$ cat src/rtl/fetch_pc_unit.sv
// fetch_pc_unit: fetch-stage PC generator with exception/eret vectors, stall hold,
// and a one-entry buffer for redirects that arrive while fetch is stalled.
module fetch_pc_unit #(
   parameter int unsigned          WIDTH      = 32,
   parameter logic [WIDTH-1:0]     RESET_PC   = 32'h0000_3000,
   parameter logic [WIDTH-1:0]     EXC_VECTOR = 32'h0000_4180,
   parameter int unsigned          INC        = 4,
   parameter logic [WIDTH-1:0]     IM_BASE    = 32'h0000_3000,
   parameter logic [WIDTH-1:0]     IM_SIZE    = 32'h0000_4000
) (
   input  logic             clk,
   input  logic             reset,
   input  logic             stall_i,
   input  logic             br_valid_i,
   input  logic [WIDTH-1:0] br_target_i,
   input  logic             exc_req_i,
   input  logic             eret_i,
   input  logic [WIDTH-1:0] epc_i,
   output logic [WIDTH-1:0] pc_o,
   output logic [WIDTH-1:0] pc_plus_o,
   output logic             pend_o,
   output logic             adel_o
);
   typedef enum logic {RUN, HOLD} state_t;

   localparam logic [WIDTH-1:0] INC_W = WIDTH'(INC);
   // Window end kept one bit wider so a window reaching the top of the space stays legal
   localparam logic [WIDTH:0]   IM_END = {1'b0, IM_BASE} + {1'b0, IM_SIZE};

   state_t           r_state, w_state_nxt;
   logic [WIDTH-1:0] r_pc, r_tgt, w_pc_nxt, w_tgt_nxt;

   always_ff @(posedge clk) begin
      if (reset) begin
         r_state <= RUN;
         r_pc    <= RESET_PC;
         r_tgt   <= '0;
      end else begin
         r_state <= w_state_nxt;
         r_pc    <= w_pc_nxt;
         r_tgt   <= w_tgt_nxt;
      end
   end

   always_comb begin
      w_state_nxt = r_state;
      w_pc_nxt    = pc_plus_o;
      w_tgt_nxt   = r_tgt;
      if (exc_req_i) begin
         w_pc_nxt    = EXC_VECTOR;
         w_state_nxt = RUN;
      end else if (eret_i) begin
         w_pc_nxt    = epc_i;
         w_state_nxt = RUN;
      end else if (stall_i) begin
         w_pc_nxt = r_pc;
         if (br_valid_i) begin
            w_tgt_nxt   = br_target_i;
            w_state_nxt = HOLD;
         end
      end else begin
         w_pc_nxt    = br_valid_i ? br_target_i : (r_state == HOLD) ? r_tgt : pc_plus_o;
         w_state_nxt = RUN;
      end
   end

   assign pc_o      = r_pc;
   assign pc_plus_o = r_pc + INC_W;
   assign pend_o    = (r_state == HOLD);
   assign adel_o    = (|r_pc[1:0]) || (r_pc < IM_BASE) || ({1'b0, r_pc} >= IM_END);
endmodule

$ cat config.mk
export PLATFORM = sky130hd
export DESIGN_NAME = fetch_pc_unit
export DESIGN_NICKNAME = d
export VERILOG_FILES = /design/src/rtl/fetch_pc_unit.sv
export SDC_FILE = /design/constraint.sdc
export NUM_CORES = 1
export LEC_CHECK = 0
export CAP_MARGIN = 30
export CORE_MARGIN = 2
export CORE_UTILIZATION = 50
export CTS_CLUSTER_DIAMETER = 100
export DETAILED_ROUTE_END_ITERATION = 10
export GPL_ROUTABILITY_DRIVEN = 0
export PLACE_DENSITY = 0.85
export SKIP_CTS_REPAIR_TIMING = 1
export SYNTH_ARGS = -nofsm -noshare
export SYNTH_HDL_FRONTEND = slang
export SYNTH_SLANG_ARGS = --single-unit
$ cat constraint.sdc
create_clock -name clk -period 3.3 [get_ports clk]
set_input_delay 0.33 -clock clk [delete_from_list [all_inputs] [get_ports clk]]
set_output_delay 0.33 -clock clk [all_outputs]
set_load 0.005 [all_outputs]
Fig. 1: where the registers sit
Drawn at 3 px/µm.
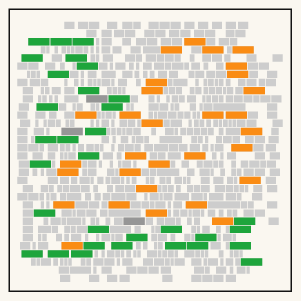
r_tgt: in green, sequential cells 32, where widely spread. pc_o: in orange, sequential cells 30.
Another 3 sequential cells are not colored.
Core Util, Final: 73.8%
sequential share of cell area: 22.8%

Fig. 2: a small window of the routed layout
Window x 34 to 59, y 16 to 41 µm. Cells in gray, sequential cells in the stronger gray; small squares are vias.
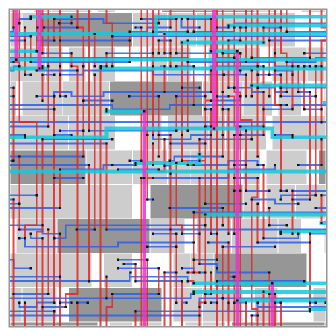
met4: in magenta. met2: in red. met3: in cyan. met1: in blue.
58 logic cells have their middle in the window. Sequential cells in the window: 7. Most frequent: nor2_1 (8), dfxtp_1 (7). Netlist names of flops here include pc_o (4), r_tgt (2).

Fig. 3: routing congestion map
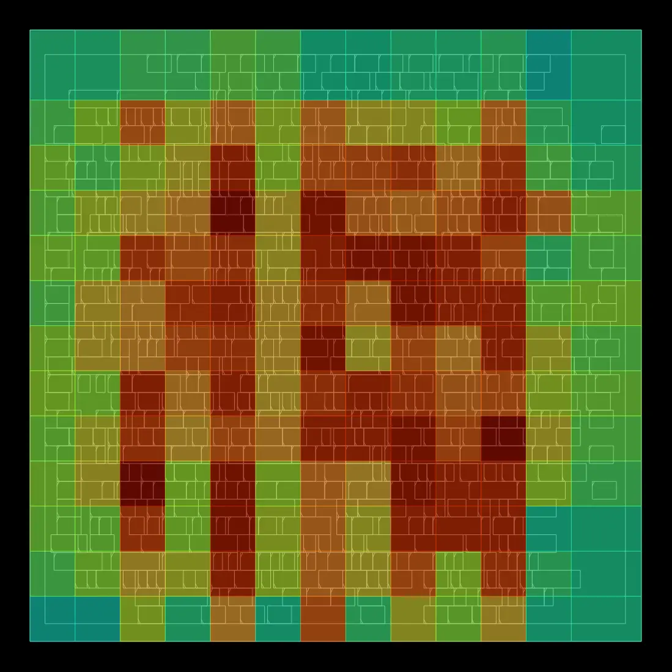
routing usage on met2: 55.0%
GR Util met1: 43.6%

==> sequential cells by signal (all words and copies together), names as in the netlist, named ones only <==
register,count
r_tgt,32
pend_o,1
pc_o,30
==> cell families (layout without fill, tap and decap cells) <==
logic type	Yosys count	after routing	share of synthesized area [%]
XOR/XNOR	25	25	5.65
multiplexers	6	6	1.50
AND-OR/OR-AND	161	161	26.7
buffers and inverters	55	176	5.43
flip-flops	65	65	32.5
adder cells (fa/ha/maj)	2	2	0.624
AND/OR/NAND/NOR	222	222	27.7
==> worst min path at each step <==
stage / slack (ns) / from / to
finish: 0.46 / r_tgt[3]$_SDFFE_PP0P_ / r_tgt[3]$_SDFFE_PP0P_
global route: 0.49 / r_tgt[29]$_SDFFE_PP0P_ / r_tgt[29]$_SDFFE_PP0P_
CTS: 0.46 / r_tgt[4]$_SDFFE_PP0P_ / r_tgt[4]$_SDFFE_PP0P_
detailed placement: 0.45 / r_tgt[4]$_SDFFE_PP0P_ / r_tgt[4]$_SDFFE_PP0P_
global placement: 0.44 / r_tgt[8]$_SDFFE_PP0P_ / r_tgt[8]$_SDFFE_PP0P_
floorplan: 0.43 / r_tgt[8]$_SDFFE_PP0P_ / r_tgt[8]$_SDFFE_PP0P_
==> where the power goes <==
part           switching [mW]  internal (mW)  total (mW)  leakage, nW
registers              0.0471          0.813       0.860        0.530
logic                   0.198          0.229       0.427         1.35
clock network           0.345          0.525       0.870        0.123
total                   0.590           1.57        2.16         2.00
==> cells in the mapped netlist (all sizes together), types with 8 or more instances <==
cell type	count	area, µm²
xor2	9	78.8
nand2b	11	68.8
nand3	17	85.1
nand2	95	357
o21ai	20	100
a221oi	10	87.6
nor2	30	113
inv	10	37.5
nor3	13	65.1
a21oi	58	290
xnor2	16	148
dfxtp	65	1300
a31oi	8	50.1
nand4	9	71.3
nor4	13	103
clkbuf	42	161
==> layout make-up <==
cell class | count | area [µm²] | share of cell area, %
clock buffer | 10 | 138 | 2.41
tap | 102 | 128 | 2.24
multi-input combinational | 416 | 2490 | 43.7
timing repair buffer | 150 | 1490 | 26.1
inverter | 10 | 37.5 | 0.658
sequential | 65 | 1300 | 22.8
clock inverter | 6 | 115 | 2.02
==> worst register-to-register path, delay by kind of cell, from the launching register on <==
kind | cells | cell delay (ns)
adder cells (fa/ha/maj) | 1 | 0.28
flip-flops | 1 | 0.45
AND/OR/NAND/NOR | 5 | 1.48
==> per-layer routing <==
metal	vias up	wire length, µm
li1	2194	-
met1	2240	5660
met2	381	6860
met3	78	1990
met4	0	705
met5	-	0
==> flow_summary.ini <==
; implementation run metrics
[final_timing]
rsz0062_at_grt = no
worst_slew_pin_slew_ns = 0.749
layout_setup_ws_ns = 0.0961
clock_skew_ns = 0.0108
max_clock_freq_ghz = 0.312
finalHoldViolations = 0
slew_headroom_pct = 50.0
maxSlewViolCount = 0
tns_ns = 0

[layout]
nets = 724
layout_top_cells = clkdlybuf4s50_1 (135), nand2_1 (95), dfxtp_1 (65)
fillers = 601
layout_top_cell = clkdlybuf4s50_1
layout-drive-gt1-share_pct = 7.00
fin_area_um2 = 5700
instances_no_fill = 759

[setup_path]
crit_required_ns = 2.97
r2r-end = pc_o[22]$_SDFFE_PP0P_
worstReg2RegStart = pc_o[3]$_SDFFE_PP0P_
crit_path_start = pc_o[3]$_SDFFE_PP0P_
rr_worst_depth = 6
worstPathArrival_ns = 2.87
slowest_delay_ns = 0.56
path_buffers = 1
ff2ff_setup_slack_ns = 1.04
path_max_fanout = 7
cp_slowest_cell = or4_1
end_kind = output port
crit_end = pc_plus_o[18]

[yosys]
ff_type = dfxtp_1
yosysChipArea_um2 = 4010
synth_flop_count = 65
synth.cell_area_um2 = 4010
ys_cells = 536
syn_avg_cell_area_um2 = 7.48
ys_async_sr_fraction_pct = 0
ys_seq_share_pct = 32.5
ys_warn_count = 0
ys_types = 55
postSynthCellCount = 536

[clock_tree]
h-tree-depth = 3
insertion_delay_ns = 0.36
tritoncts = built
clockBufferDepth = 2
cts_root_buf = clkbuf_8
clock-sinks = 65
cts_made_buffers = 9
path_clk_slew_ns = 0.08

[placed_design]
dp_hpwl_um = 10800
dp_cells = 742
io_buffers = 135

[floorplan]
fp.coreArea_um2 = 7730
rows = 32
fp_util_pct = 51.9
die_w_um = 93.5
dieArea_um2 = 8750
die.size.y_um = 93.5

[hold_path]
worstHoldPathType = register to register
hold_path_depth = 2

[job]
warnings = 28
maxCapViolCount = 0

[route]
wl_per_cell_um = 20.1
totalWireLength_um = 15200
drc = 0
vias_per_cell = 6.45
drt-initial-drc-count = 651
final_antenna_net_count = 0
drt_pre_antenna_iters = 8

[run_status]
status = finished clean

[power]
p_leak_nw = 2.00
power.total_mw = 2.16
ir_worst_vdd_mv = 0.227

[grt]
grt_use_total_pct = 34.7
grt_pass1_wl_um = 23700
gr-total-overflow = 0
grt.busiest_layer = met2
grtUsageMet3_pct = 10.6
grt_pass1_vias = 4749
Power is estimated from default activity; no workload was simulated.
